**config.mk**
```make
export PLATFORM = sky130hd
export DESIGN_NAME = serial_adder
export DESIGN_NICKNAME = d
export VERILOG_FILES = /design/src/rtl/adder_pkg.sv /design/src/rtl/full_adder.sv /design/src/rtl/serial_adder.sv
export SDC_FILE = /design/constraint.sdc
export NUM_CORES = 1
export LEC_CHECK = 0
export ABC_CLOCK_PERIOD_IN_PS = 1850
export CAP_MARGIN = 10
export CORE_MARGIN = 2
export CORE_UTILIZATION = 51
export CTS_BUF_LIST = sky130_fd_sc_hd__clkbuf_4 sky130_fd_sc_hd__clkbuf_8 sky130_fd_sc_hd__clkbuf_16
export DETAILED_ROUTE_END_ITERATION = 16
export PLACE_DENSITY_LB_ADDON = 0.08
export SYNTH_ARGS = -nofsm -noshare
export SYNTH_HDL_FRONTEND = slang
export SYNTH_SLANG_ARGS = --single-unit
```
**constraint.sdc**
```tcl
create_clock -name clk -period 1.85 [get_ports clk]
set_clock_uncertainty 0.1 [all_clocks]
set_input_delay 0.2775 -clock clk [delete_from_list [all_inputs] [get_ports clk]]
set_output_delay 0.2775 -clock clk [all_outputs]
set_load 0.1 [all_outputs]
```
**src/rtl/adder_pkg.sv**
```systemverilog
// Shared definitions for the serial adder: FSM state encoding and the
// elaboration-time legality check for the WIDTH/DIGIT pairing.
package adder_pkg;

    typedef enum logic [1:0] {
        IDLE = 2'd0,
        RUN  = 2'd1,
        DONE = 2'd2
    } state_e;

    localparam int MIN_DIGIT = 1;

    // A digit must be at least one bit and must tile the operand exactly.
    function automatic bit digit_ok(input int width, input int digit);
        return (digit >= MIN_DIGIT) && (width >= digit) && ((width % digit) == 0);
    endfunction

endpackage

```
**src/rtl/full_adder.sv**
```systemverilog
// One-bit full adder cell; the serial adder ripples DIGIT of these per step.
module full_adder (
    input  logic x,
    input  logic y,
    input  logic cin,
    output logic sum,
    output logic carry
);

    assign sum   = x ^ y ^ cin;
    assign carry = (x & y) | (x & cin) | (y & cin);

endmodule

```
**src/rtl/serial_adder.sv**
```systemverilog
// Digit-serial adder: consumes DIGIT bits of each operand per clock and
// publishes sum/cout/overflow together with a one-cycle done pulse.
module serial_adder
    import adder_pkg::*;
#(
    parameter int WIDTH = 8,
    parameter int DIGIT = 1
) (
    input  logic             clk,
    input  logic             rst_n,
    input  logic             start,
    input  logic [WIDTH-1:0] a,
    input  logic [WIDTH-1:0] b,
    input  logic             cin,
    output logic             busy,
    output logic             done,
    output logic [WIDTH-1:0] sum,
    output logic             cout,
    output logic             overflow
);

    localparam int STEPS = (DIGIT >= MIN_DIGIT) ? (WIDTH / DIGIT) : 1;
    localparam int CW    = (STEPS > 1) ? $clog2(STEPS) : 1;
    localparam logic [CW-1:0] LAST = CW'(STEPS - 1);

    if (!digit_ok(WIDTH, DIGIT)) begin : g_illegal
        $error("serial_adder: DIGIT must be >= 1 and divide WIDTH");
    end

    state_e           state;
    logic [WIDTH-1:0] a_q;
    logic [WIDTH-1:0] b_q;
    logic [WIDTH-1:0] sum_q;
    logic             carry_q;
    logic [CW-1:0]    cnt_q;

    logic [DIGIT-1:0] step_sum;
    logic [DIGIT:0]   chain;
    logic [WIDTH-1:0] sum_shift;

    assign chain[0] = carry_q;

    for (genvar i = 0; i < DIGIT; i++) begin : g_ripple
        full_adder u_fa (
            .x     (a_q[i]),
            .y     (b_q[i]),
            .cin   (chain[i]),
            .sum   (step_sum[i]),
            .carry (chain[i+1])
        );
    end

    // New digit enters at the top; after STEPS shifts the LSB digit is at bit 0.
    assign sum_shift = WIDTH'({step_sum, sum_q} >> DIGIT);

    always_ff @(posedge clk or negedge rst_n) begin
        if (!rst_n) begin
            state    <= IDLE;
            a_q      <= '0;
            b_q      <= '0;
            sum_q    <= '0;
            carry_q  <= 1'b0;
            cnt_q    <= '0;
            busy     <= 1'b0;
            done     <= 1'b0;
            sum      <= '0;
            cout     <= 1'b0;
            overflow <= 1'b0;
        end else begin
            case (state)
                IDLE: begin
                    done <= 1'b0;
                    if (start) begin
                        a_q     <= a;
                        b_q     <= b;
                        carry_q <= cin;
                        sum_q   <= '0;
                        cnt_q   <= '0;
                        busy    <= 1'b1;
                        state   <= RUN;
                    end
                end
                RUN: begin
                    a_q     <= a_q >> DIGIT;
                    b_q     <= b_q >> DIGIT;
                    sum_q   <= sum_shift;
                    carry_q <= chain[DIGIT];
                    // Counter is held on the last step so it never wraps.
                    if (cnt_q == LAST) begin
                        sum      <= sum_shift;
                        cout     <= chain[DIGIT];
                        overflow <= chain[DIGIT-1] ^ chain[DIGIT];
                        done     <= 1'b1;
                        state    <= DONE;
                    end else begin
                        cnt_q <= cnt_q + CW'(1);
                    end
                end
                DONE: begin
                    done  <= 1'b0;
                    busy  <= 1'b0;
                    state <= IDLE;
                end
                default: begin
                    done  <= 1'b0;
                    busy  <= 1'b0;
                    state <= IDLE;
                end
            endcase
        end
    end

endmodule

```
==> results.cfg <==
; synthesis and place-and-route metrics
[routing]
dr.pass1.iters = 4
viasPerCell = 5.880

[floorplanning]
die-area_sq_um = 4040

[clocking]
root_buffer = clkbuf_4
hold_buffers = 1

[power]
p_int_mw = 2.457
switching_power_mw = 2.001

[final_timing]
max_slew.worst_pin.slew_ns = 0.6234

[worst_setup_path]
cp.arrival_ns = 1.83
crit_chain = ha_1 > ha_1 > nand3b_2 > buf_4 > mux2_4
worst-path-stages = 5
r2r_slack_ns = 0.17
max_stage_delay_ns = 0.43

[yosys]
async_flop_share = 1.000
synthCells = 151
synth_flop_count = 41
xor_share = 0.004841
top_area_frac = 0.5671
largest_area_cell = dfrtp_1
topCellsByArea = dfrtp_1, o22ai_1, mux2_4

[layout]
buffer_area_frac = 0.2090

[run_status]
outcome = complete, no violations

[global_route]
met2_usage = 0.3342

[placed_design]
port_buffers = 31
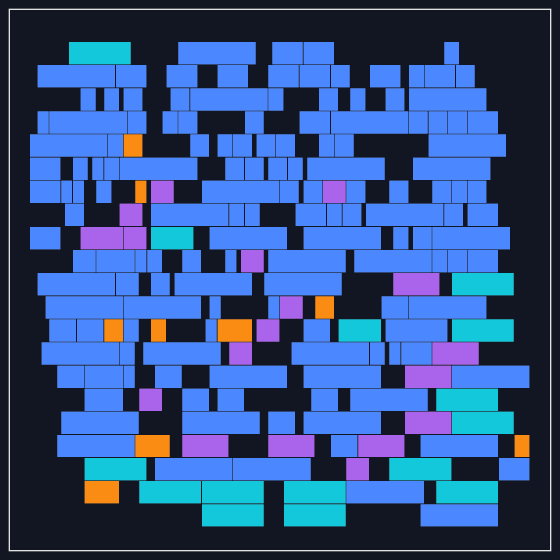
Fig. 1. Cells by drive strength.
_6 and larger: shown in cyan, cells 15, share 8.0%. _2 cells: shown in orange, cells 9, share 4.8%. _0 and _1 cells: shown in blue, cells 145, share 78%. _3 and _4 cells: shown in purple, cells 18, share 9.6%.

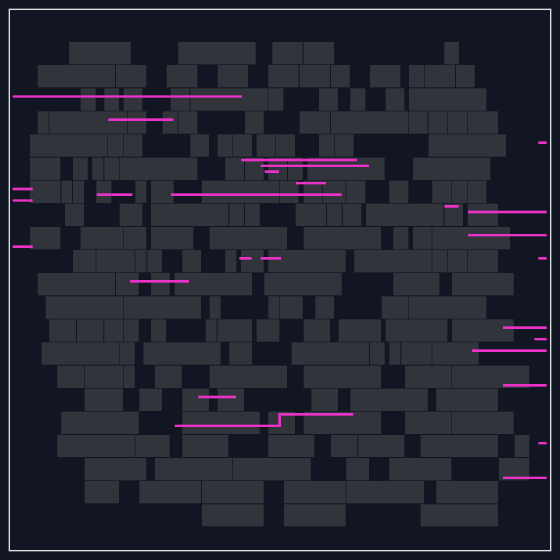
Fig. 2. Metal 3.
Cells faint in the background.
23 nets have wire on it. The layer carries 176 um of wire.
final wirelength: 3763 um
met3 global-route usage: 0.06071
via count: 1370

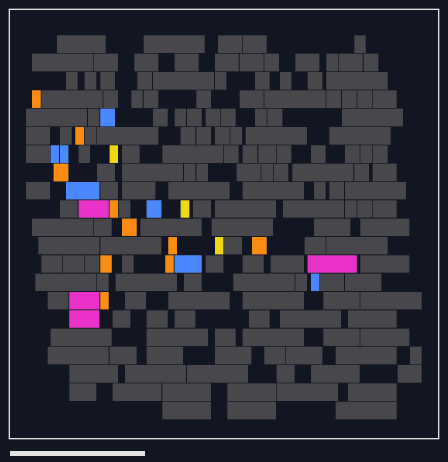
Fig. 3. Logic cells by family.
The bar under the picture is 20 um long.
nor cells: shown in orange, cells 10, most used nor2_1, where west. nand cells: shown in blue, cells 7, most used nand2_1. fa/ha/maj cells: shown in magenta, cells 4, most used ha_1. inv cells: shown in yellow, cells 3, most used inv_1.

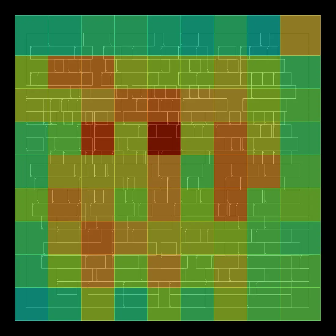
Fig. 4. Routing congestion map.
WL per Instance: 16.15 um
Finished Core Util: 0.7013
gr usage total: 0.2094
Most Crowded Layer GR: met2

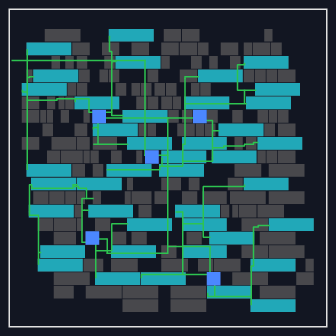
Fig. 5. Clock distribution.
flip-flops: shown in cyan, count 41. clock drivers: shown in blue, count 5. clock wires: shown in green, length 464 um.
There are 6 routed clock nets.

